File: config.mk
export PLATFORM = sky130hd
export DESIGN_NAME = rf_write_arbiter
export DESIGN_NICKNAME = d
export VERILOG_FILES = /design/src/rtl/rf_write_arbiter.sv
export SDC_FILE = /design/constraint.sdc
export NUM_CORES = 1
export LEC_CHECK = 0
export CAP_MARGIN = 40
export CELL_PAD_IN_SITES_DETAIL_PLACEMENT = 1
export CELL_PAD_IN_SITES_GLOBAL_PLACEMENT = 1
export CORE_MARGIN = 4
export CORE_UTILIZATION = 23
export CTS_BUF_LIST = sky130_fd_sc_hd__clkbuf_8 sky130_fd_sc_hd__clkbuf_16
export DETAILED_ROUTE_END_ITERATION = 16
export PLACE_DENSITY_LB_ADDON = 0.1
export SYNTH_ARGS = -nofsm -noshare
export SYNTH_HDL_FRONTEND = slang
export SYNTH_SLANG_ARGS = --single-unit
File: constraint.sdc
create_clock -name clk -period 2.2 [get_ports clk]
set_clock_uncertainty 0.1 [all_clocks]
set_input_delay 0.22 -clock clk [delete_from_list [all_inputs] [get_ports clk]]
set_output_delay 0.22 -clock clk [all_outputs]
set_load 0.02 [all_outputs]
File: src/rtl/rf_write_arbiter.sv
`default_nettype none
// ============================================================================
// Module   : rf_write_arbiter
// Purpose  : Shares the single register-file write port among four
//            requesters (ALU, load unit, mul/div unit, trap/special-register
//            unit). Each cycle a round-robin decision picks one pending
//            write. The winner's address and data are registered and driven
//            to the 3-to-8 write decoder with the port write enable. Writes
//            to register 0 complete their handshake but never assert wr_en.
// Revision : 1.0 - initial release
// ----------------------------------------------------------------------------
// Ports    : clk       in   system clock, rising edge
//            reset     in   synchronous, active-high reset
//            req       in   [NREQ]        per-requester write request
//            req_addr  in   [NREQ*ADDR_W] flattened target register select
//            req_data  in   [NREQ*DATA_W] flattened write data
//            stall     in   register file busy, blocks the next decision
//            gnt       out  [NREQ]        registered one-hot grant pulse
//            wr_en     out  register-file write enable
//            wr_sel    out  [ADDR_W]      register select to the decoder
//            wr_data   out  [DATA_W]      write data to the register file
//            busy      out  some request is pending and not granted now
// ============================================================================
module rf_write_arbiter #(
    parameter int DATA_W       = 32,
    parameter int ADDR_W       = 3,
    parameter int NREQ         = 4,
    parameter int ZERO_DISCARD = 1
) (
    input  logic                     clk,
    input  logic                     reset,
    input  logic [NREQ-1:0]          req,
    input  logic [NREQ*ADDR_W-1:0]   req_addr,
    input  logic [NREQ*DATA_W-1:0]   req_data,
    input  logic                     stall,
    output logic [NREQ-1:0]          gnt,
    output logic                     wr_en,
    output logic [ADDR_W-1:0]        wr_sel,
    output logic [DATA_W-1:0]        wr_data,
    output logic                     busy
);

    // Pointer width. NREQ is a power of two (fixed at 4), so the modulo
    // wrap of the round-robin scan falls out of plain pointer overflow.
    localparam int c_ptr_w = (NREQ > 1) ? $clog2(NREQ) : 1;

    logic [NREQ-1:0]    r_gnt;
    logic               r_wr_en;
    logic [ADDR_W-1:0]  r_wr_sel;
    logic [DATA_W-1:0]  r_wr_data;
    logic [c_ptr_w-1:0] r_rr_ptr;

    logic [NREQ-1:0]    w_eligible;
    logic               w_found;
    logic [c_ptr_w-1:0] w_win;
    logic [c_ptr_w-1:0] w_idx;
    logic [ADDR_W-1:0]  w_win_addr;
    logic [DATA_W-1:0]  w_win_data;
    logic               w_discard;

    // The requester being granted right now still has its req up (it holds
    // until it sees gnt), so it is masked to avoid granting it twice.
    assign w_eligible = req & ~r_gnt;

    // Round-robin scan starting at r_rr_ptr; first eligible index wins.
    always_comb begin
        w_found = 1'b0;
        w_win   = r_rr_ptr;
        w_idx   = '0;
        for (int k = 0; k < NREQ; k++) begin
            w_idx = r_rr_ptr + c_ptr_w'(k);
            if (!w_found && w_eligible[w_idx]) begin
                w_found = 1'b1;
                w_win   = w_idx;
            end
        end
    end

    assign w_win_addr = req_addr[w_win*ADDR_W +: ADDR_W];
    assign w_win_data = req_data[w_win*DATA_W +: DATA_W];

    // Register 0 is hard-wired zero: grant it, but do not write it.
    assign w_discard  = (ZERO_DISCARD != 0) && (w_win_addr == '0);

    always_ff @(posedge clk) begin
        if (reset) begin
            r_gnt     <= '0;
            r_wr_en   <= 1'b0;
            r_wr_sel  <= '0;
            r_wr_data <= '0;
            r_rr_ptr  <= '0;
        end else if (!stall && w_found) begin
            r_gnt     <= NREQ'(1) << w_win;
            r_wr_en   <= !w_discard;
            r_wr_sel  <= w_win_addr;
            r_wr_data <= w_win_data;
            r_rr_ptr  <= w_win + c_ptr_w'(1);
        end else begin
            // Select and data hold their last values; only the strobes drop.
            r_gnt     <= '0;
            r_wr_en   <= 1'b0;
        end
    end

    assign gnt     = r_gnt;
    assign wr_en   = r_wr_en;
    assign wr_sel  = r_wr_sel;
    assign wr_data = r_wr_data;
    assign busy    = |(req & ~r_gnt);

endmodule
`default_nettype wire

PDN straps and rails:
Scale: 3 px per µm. Pins as bars on the die edge. Tap cells in grey.
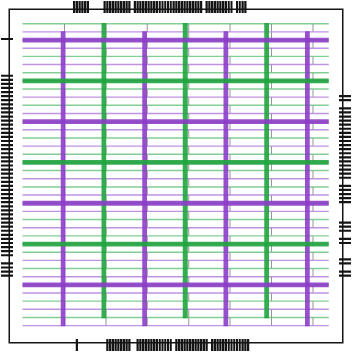
Key: green = VDD; purple = VSS
136 tap cells. 7 straps on met4. 7 straps on met5. 38 met1 rails follow the rows.
core footprint: 10,300 µm²
chip height: 111 µm
peak supply drop: 0.000247 V
die width: 111 µm

The metal 3 layer:
Scale: 2 px per µm. Cells faint in the background.
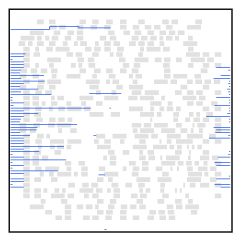
The layer holds 7.0% of the routed length. The layer carries 638 µm of wire. 86 nets have wire on it. The wires run mostly horizontal.

Metal layers overlaid:
Scale: 3 px per µm.
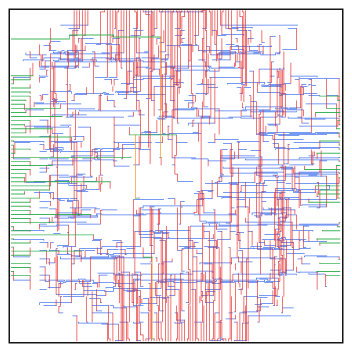
Key: red = metal 2 [wire length 4,750 µm]; green = metal 3 [wire length 638 µm]; blue = metal 1 [wire length 3,680 µm]; orange = metal 4 [wire length 88.4 µm]

M2 wires:
Scale: 2 px per µm.
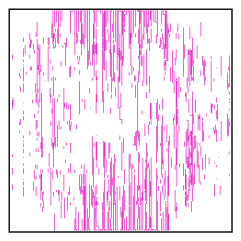
The layer carries 4,750 µm of wire. The longest straight run is 36.4 µm. The layer holds 52% of the routed length. The wires run mostly vertical. 510 nets have wire on it.

Clock nets:
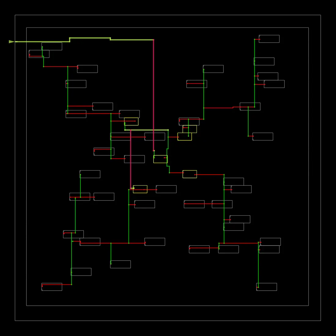
clk_lat worst skew: 280 ps
clock sinks: 42
total CTS buffers: 5
registers: 42
clkbuf count: 6

worst max path at each step:
stage                        to  depth (start not counted)
floorplan            wr_data[0]                          8
global placement    wr_data[11]                          8
detailed placement   wr_data[8]                          8
CTS                        busy                          6
global route         wr_data[6]                          7
finish              wr_data[16]                         11
synth_stat cells:
library cell | number | area share
a21o_1 | 32 | 0.099
a21oi_1 | 2 | 0.0041
a21oi_2 | 1 | 0.0036
a22o_1 | 4 | 0.014
a311oi_1 | 1 | 0.0036
buf_2 | 8 | 0.017
buf_4 | 3 | 0.0093
buf_6 | 3 | 0.014
buf_8 | 3 | 0.019
clkbuf_1 | 1 | 0.0015
dfxtp_1 | 42 | 0.35
inv_1 | 4 | 0.0062
mux2i_1 | 73 | 0.30
nand2_1 | 2 | 0.0031
nand2_2 | 1 | 0.0026
nand2b_1 | 3 | 0.0077
nor2_1 | 5 | 0.0077
nor2_2 | 1 | 0.0026
nor2b_4 | 3 | 0.017
nor3_1 | 1 | 0.0021
nor3_4 | 1 | 0.0067
nor4b_4 | 1 | 0.0098
o221ai_1 | 2 | 0.0072
o22ai_1 | 32 | 0.083
o31a_1 | 1 | 0.0036
o32a_1 | 1 | 0.0041
xnor2_1 | 1 | 0.0036
per-stage QoR:
stage	setup WS, ps	TNS (ps)	hold WS, ps	instance area [µm²]	util
3_3_place_gp	-133	-2340	333	4550	0.443
3_5_place_dp	-167	-4100	340	4550	0.443
6_report	190	0	355	4660	0.453
4_1_cts	60.8	0	363	4640	0.452
5_1_grt	34.8	0	377	4660	0.453
2_1_floorplan	254	0	295	2420	-
report_power, final:
part / internal, mW / total, mW / switching (mW)
clock: 0.242 / 0.491 / 0.249
sequential: 0.874 / 0.934 / 0.0601
combinational: 0.795 / 1.39 / 0.590
sequential cells by signal (all words and copies together), names as in the netlist:
signal    flops
wr_en         1
r_rr_ptr      2
wr_data      32
wr_sel        3
gnt           4
layout make-up:
cell class                      instances  area (µm²)  share of cell area
Inverter                                4        15.0             0.00322
Timing Repair Buffer                  205        2110               0.453
Tap cell                              136         170              0.0365
Sequential cell                        42         841               0.180
Multi-Input combinational cell        168        1440               0.309
Clock buffer                            6        82.6              0.0177
metal layers:
metal / wire [µm] / GRT usage
met4: 88 / 0.0328
met1: 3680 / 0.162
met5: 0 / 0
met2: 4750 / 0.268
met3: 637 / 0.0431
cells by family after synthesis:
family | count (synthesis) | share of synthesized area
AND-OR/OR-AND | 76 | 0.223
buffers and inverters | 22 | 0.0661
flip-flops | 42 | 0.347
multiplexers | 73 | 0.301
AND/OR/NAND/NOR | 18 | 0.0594
XOR/XNOR | 1 | 0.00361
worst max-delay path, cell delays in order:
cell             delay, ps
clkdlybuf4s50_1        420
nor2b_4                140
buf_4                  140
nor4b_4                280
buf_4                  170
nor3_4                  40
buf_4                  140
nand2_2                110
buf_12                 160
o22ai_1                110
a21o_1                 160
what timing repair did:
item / CTS / global route
pin swaps: 1 / 0
endpoints found under the setup margin: 1 / 8
resized: 0 / 2
setup buffers: 1 / 0
==> run_results.csv <==
group,metric,value,unit
grt,grt_start_max_net_pins,34,
synthesis,synth_stat.cells,232,
cts,ctsHoldBuffers,0,
route,vias,2587,
cts,cts_root_buffer,"clkbuf_8",
power,p_leak,2.24,nW
route,wire_per_inst,16.3,µm
place,place_congestion,0.719,
sta,slew_headroom,0.773,
cts,cts_buffer_depth,2,
grt,grt_first_pass_wirelength,14.6,mm
min_path,min_path_cells,1,
route,drc,0,
synthesis,yosysUniqueCellTypes,27,
place,hpwl,7.46,mm
final_layout,final_cells,561,
final_layout,final_layout_top_logic_cell,"clkdlybuf4s50_1",
synthesis,netlist_area,2420,µm²
worst_setup_path,reg2reg_depth,7,
worst_setup_path,critPathCaptureType,"register",
synthesis,syn_inst,232,
worst_setup_path,arrival,2090,ps
sta,layout_min_cycle_time,2010,ps
cts,cts_tree,"built",
floorplanning,rows,37,
min_path,hold_end,"wr_data[23]",
status,status,"finished, final reports clean",
power,power_density,603,nW/µm²
route,detail-route-antenna-nets,0,
floorplanning,dieArea,12200,µm²
grt,grtUsageTotal,0.145,
cts,htree_levels,2,
sta,max_freq,0.497,GHz
worst_setup_path,startpoint,"req[2]",
floorplanning,core_util_floorplan,0.236,
final_layout,fin_nets,573,
power,total_power,2.81,mW
worst_setup_path,cp_max_fo,16,
min_path,hp-class,"reg2reg",
sta,finalSetupViolations,0,
worst_setup_path,r2r_end,"wr_data[29]",
final_layout,drive_above_1_share,0.0776,
sta,rsz0062_at_grt,"false",
synthesis,fp_nets,379,
final_layout,area_growth,92.2,%
grt,grt_overflow,0,
worst_setup_path,timing.rr.start,"gnt[0]",
synthesis,yosys_warnings,0,
route,viasPerCell,4.61,
final_layout,fillCellCount,1181,
final_layout,antennaDiodeCount,0,
cts,clk_pin_slew,80,ps
floorplanning,io_pins,188,
grt,antenna_found_initial,0,
worst_setup_path,crit_type,"in2reg",
synthesis,ys.flops,42,
flow_run,max_cap_violations,0,
route,drt_first_pass_iters,4,
worst_setup_path,worstSetupStartpointType,"primary input",
sta,fin_crit_sh,0.914,
sta,finalHoldViolCount,0,
sta,slew_violations,0,
route,drt_iter0_drc,36,
place,dp_cells,554,
place,io_buffer_count,187,
synthesis,postSynthSeqShare,0.347,
synthesis,avgSynthCellArea,10.4,µm²
worst_setup_path,cp.required,2280,ps
synthesis,yosys_area,2420,µm²
min_path,hp-start,"wr_data[23]",
Power is estimated from default activity; no workload was simulated.
